## config.mk

```make
export PLATFORM = sky130hd
export DESIGN_NAME = neuron_mac_param
export DESIGN_NICKNAME = d
export VERILOG_FILES = /design/src/rtl/neuron_mac_param.sv
export SDC_FILE = /design/constraint.sdc
export NUM_CORES = 2
export LEC_CHECK = 0
export CAP_MARGIN = 40
export CORE_ASPECT_RATIO = 1.75
export CORE_MARGIN = 2
export CORE_UTILIZATION = 55
export DETAILED_ROUTE_END_ITERATION = 16
export PLACE_DENSITY = 0.76
export SYNTH_ARGS = -nofsm -noshare
export SYNTH_HDL_FRONTEND = slang
export SYNTH_SLANG_ARGS = --single-unit
```

## constraint.sdc

```tcl
create_clock -name clk -period 12.9 [get_ports clk]
set_clock_uncertainty 0.05 [all_clocks]
set_input_delay 3.87 -clock clk [delete_from_list [all_inputs] [get_ports clk]]
set_output_delay 3.87 -clock clk [all_outputs]
set_load 0.05 [all_outputs]
```

## src/rtl/neuron_mac_param.sv

```systemverilog
// N_IN-channel fixed-point neuron: one multiply-accumulate per clock over a runtime-selected
// number of channels, then bias, saturation and a selectable activation.
module neuron_mac_param #(
    parameter int DATA_W = 32,
    parameter int FRAC   = 16,
    parameter int N_IN   = 7,
    parameter int AW     = 3
) (
    input  logic                     clk,
    input  logic                     reset,
    input  logic                     in_rdy,
    input  logic [N_IN*DATA_W-1:0]   data_in,
    input  logic [AW-1:0]            n_act,
    input  logic [1:0]               act_sel,
    input  logic                     w_we,
    input  logic [AW-1:0]            w_addr,
    input  logic [DATA_W-1:0]        w_wdata,
    output logic                     busy,
    output logic [DATA_W-1:0]        neu_out,
    output logic                     neu_rdy
);

    localparam int ACC_W = 2*DATA_W + AW;
    localparam int SUM_W = ACC_W + 1;

    typedef enum logic [1:0] {
        S_IDLE = 2'd0,
        S_MAC  = 2'd1,
        S_FIN  = 2'd2,
        S_DONE = 2'd3
    } state_t;

    state_t                     state_r;
    state_t                     next_state_s;
    logic                       in_rdy_q_r;
    logic                       start_s;
    logic                       idle_or_done_s;
    logic                       accept_s;
    logic [AW-1:0]              n_sat_s;
    logic [AW-1:0]              n_r;
    logic [AW-1:0]              cnt_r;
    logic [1:0]                 act_r;
    logic signed [ACC_W-1:0]    acc_r;
    logic signed [DATA_W-1:0]   x_r [N_IN];
    logic [DATA_W-1:0]          mem [N_IN+1];
    logic                       busy_r;
    logic                       neu_rdy_r;
    logic [DATA_W-1:0]          neu_out_r;

    logic signed [2*DATA_W-1:0] x_ext_s;
    logic signed [2*DATA_W-1:0] w_ext_s;
    logic signed [2*DATA_W-1:0] prod_s;
    logic signed [SUM_W-1:0]    acc_ext_s;
    logic signed [SUM_W-1:0]    bias_sh_s;
    logic signed [SUM_W-1:0]    sum_s;
    logic signed [SUM_W-1:0]    shr_s;
    logic [DATA_W-1:0]          fin_val_s;

    // Clamp a wide signed value into the signed DATA_W range.
    function automatic logic [DATA_W-1:0] sat_word(input logic signed [SUM_W-1:0] v);
        logic signed [SUM_W-1:0] max_v;
        logic signed [SUM_W-1:0] min_v;
        max_v = {{(SUM_W-DATA_W+1){1'b0}}, {(DATA_W-1){1'b1}}};
        min_v = {{(SUM_W-DATA_W+1){1'b1}}, {(DATA_W-1){1'b0}}};
        if (v > max_v) begin
            sat_word = max_v[DATA_W-1:0];
        end else if (v < min_v) begin
            sat_word = min_v[DATA_W-1:0];
        end else begin
            sat_word = v[DATA_W-1:0];
        end
    endfunction

    // Activation on the saturated Q-format sum.
    function automatic logic [DATA_W-1:0] act_fn(input logic signed [DATA_W-1:0] s,
                                                 input logic [1:0] sel);
        logic signed [DATA_W-1:0] one_v;
        one_v = {{(DATA_W-FRAC-1){1'b0}}, 1'b1, {FRAC{1'b0}}};
        case (sel)
            2'd1: begin
                if (s < 0) begin
                    act_fn = {DATA_W{1'b0}};
                end else begin
                    act_fn = s;
                end
            end
            2'd2: begin
                if (s < 0) begin
                    act_fn = {DATA_W{1'b0}};
                end else if (s > one_v) begin
                    act_fn = one_v;
                end else begin
                    act_fn = s;
                end
            end
            default: act_fn = s;
        endcase
    endfunction

    assign start_s        = in_rdy & ~in_rdy_q_r;
    assign idle_or_done_s = (state_r == S_IDLE) || (state_r == S_DONE);
    assign accept_s       = start_s & idle_or_done_s;
    assign n_sat_s        = (n_act > AW'(N_IN)) ? AW'(N_IN) : n_act;

    // State register and start edge detector.
    always_ff @(posedge clk or negedge reset) begin
        if (!reset) begin
            state_r    <= S_IDLE;
            in_rdy_q_r <= 1'b0;
        end else begin
            state_r    <= next_state_s;
            in_rdy_q_r <= in_rdy;
        end
    end

    // Next-state decode; starts arriving while busy are simply dropped.
    always_comb begin
        next_state_s = state_r;
        case (state_r)
            S_IDLE, S_DONE: begin
                if (start_s) begin
                    next_state_s = (n_sat_s == {AW{1'b0}}) ? S_FIN : S_MAC;
                end else begin
                    next_state_s = state_r;
                end
            end
            S_MAC: begin
                if (cnt_r == n_r - AW'(1)) begin
                    next_state_s = S_FIN;
                end else begin
                    next_state_s = S_MAC;
                end
            end
            S_FIN:   next_state_s = S_DONE;
            default: next_state_s = S_IDLE;
        endcase
    end

    // Product, bias alignment and final result (bias is Q-format, so it is shifted up by FRAC).
    always_comb begin
        x_ext_s   = {{DATA_W{x_r[cnt_r][DATA_W-1]}}, x_r[cnt_r]};
        w_ext_s   = {{DATA_W{mem[cnt_r][DATA_W-1]}}, mem[cnt_r]};
        prod_s    = x_ext_s * w_ext_s;
        acc_ext_s = {acc_r[ACC_W-1], acc_r};
        bias_sh_s = {{(SUM_W-DATA_W){mem[N_IN][DATA_W-1]}}, mem[N_IN]} <<< FRAC;
        sum_s     = acc_ext_s + bias_sh_s;
        shr_s     = sum_s >>> FRAC;
        fin_val_s = act_fn(sat_word(shr_s), act_r);
    end

    // Operand capture and accumulation.
    always_ff @(posedge clk or negedge reset) begin
        if (!reset) begin
            acc_r <= {ACC_W{1'b0}};
            cnt_r <= {AW{1'b0}};
            n_r   <= {AW{1'b0}};
            act_r <= 2'd0;
            for (int k = 0; k < N_IN; k++) begin
                x_r[k] <= {DATA_W{1'b0}};
            end
        end else if (accept_s) begin
            acc_r <= {ACC_W{1'b0}};
            cnt_r <= {AW{1'b0}};
            n_r   <= n_sat_s;
            act_r <= act_sel;
            for (int k = 0; k < N_IN; k++) begin
                x_r[k] <= data_in[k*DATA_W +: DATA_W];
            end
        end else if (state_r == S_MAC) begin
            acc_r <= acc_r + {{AW{prod_s[2*DATA_W-1]}}, prod_s};
            cnt_r <= cnt_r + AW'(1);
        end
    end

    // Registered outputs; neu_out only changes on the FIN edge.
    always_ff @(posedge clk or negedge reset) begin
        if (!reset) begin
            busy_r    <= 1'b0;
            neu_rdy_r <= 1'b0;
            neu_out_r <= {DATA_W{1'b0}};
        end else begin
            busy_r    <= (next_state_s == S_MAC) || (next_state_s == S_FIN);
            neu_rdy_r <= (next_state_s == S_DONE);
            if (state_r == S_FIN) begin
                neu_out_r <= fin_val_s;
            end
        end
    end

    // Weight/bias register file; intentionally not reset so preloaded contents survive.
    always_ff @(posedge clk) begin
        if (w_we && idle_or_done_s && (w_addr <= AW'(N_IN))) begin
            mem[w_addr] <= w_wdata;
        end
    end

    assign busy    = busy_r;
    assign neu_rdy = neu_rdy_r;
    assign neu_out = neu_out_r;

endmodule

```

Figure 1. Nets reached from selected ports.
(1 px per um)
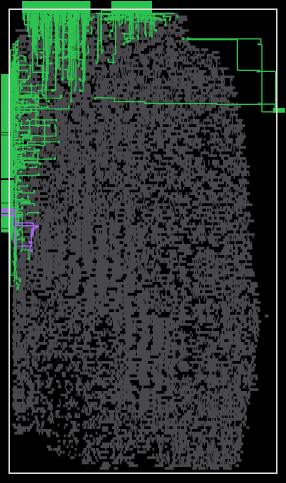
color	port	bits	direction	edge	end cells	wire
green	data_in	224	input	115 top, 106 left, 3 right	224	8640 um
purple	w_addr	3	input	left	8	167 um
I/O Buffers: 301
number of ports placed on the die boundary: 302

==> run summary <==
Physical design

The run finished with clean final reports. The clock latency of the later-clocked register in the worst-skew pair stands at ~650 ps. The routed layout has approximately 53000 vias. Of all nets on the critical path, the largest fanout is 17. In this run the core area contains roughly 170 standard-cell rows. In this run, synthesis inferred 256 flip-flops with an integrated enable. The total clock buffers created by CTS stands at 50. The slowest stage of the critical path belongs to the cell sky130_fd_sc_hd__or4b_2.

The worst setup path is captured at a flop. The sum of negative setup slack stands at 0 ps. The critical path is of the reg -> reg type. Counting cells, the worst reg-to-reg path comes to 44. The total of max-cap violations stands at 0. Synthesis produced ~6800 cells. For this run, the post-layout net count is about 8900. TritonCTS built the clock tree.

The global placer's final weighted congestion stands at around 1.1. The worst hold-check slack stands at approximately 420 ps. The post-route minimum period stands at between 10000 and 15000 ps.

The share of async-settable or async-resettable flops after synthesis stands at a little under three fifths. The number of endpoints failing setup at the final stage stands at 0. After floorplanning, the core was sized to cover 0.119 mm2. Per the OpenROAD floorplan log, the height of the die is 463 um. Per the synthesis report, the dominant area consumer among library cells is sky130_fd_sc_hd__fa_1.

The warning count from the yosys run stands at 0. Across all setup checks in the final design, the least slack found is 421 ps. The violation count after the first detailed-routing iteration stands at 4651.

For this run the top cell type by instance count after synthesis was sky130_fd_sc_hd__nand2_1. Signal nets in the final route climb as high as met5.
Figure 2. Routing congestion map.
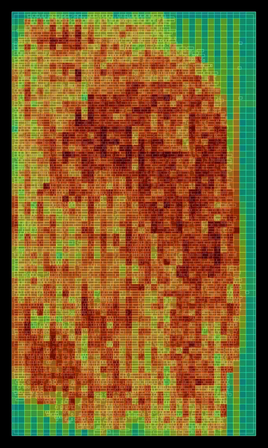
met1 track demand over resource: 41.5%
fraction of the core area covered by cells at the end of the flow: 63.3%
busiest metal layer after global routing: met2
met2 Use GR: 63.7%

## final cells by class
cell class / instances / area share (%)
tap: 1530 / 2.53
timing repair buffer: 710 / 9.06
inverter: 987 / 4.90
antenna: 11 / 0.0364
clock buffer: 69 / 1.90
multi-input combinational: 4897 / 60.0
clock inverter: 24 / 0.293
sequential: 592 / 21.3
## tightest hold or removal path: stages, from the launching register on
cell                      delay, ps
sky130_fd_sc_hd__dfrtp_1        340
sky130_fd_sc_hd__nand2_1         50
sky130_fd_sc_hd__nand2_1         50
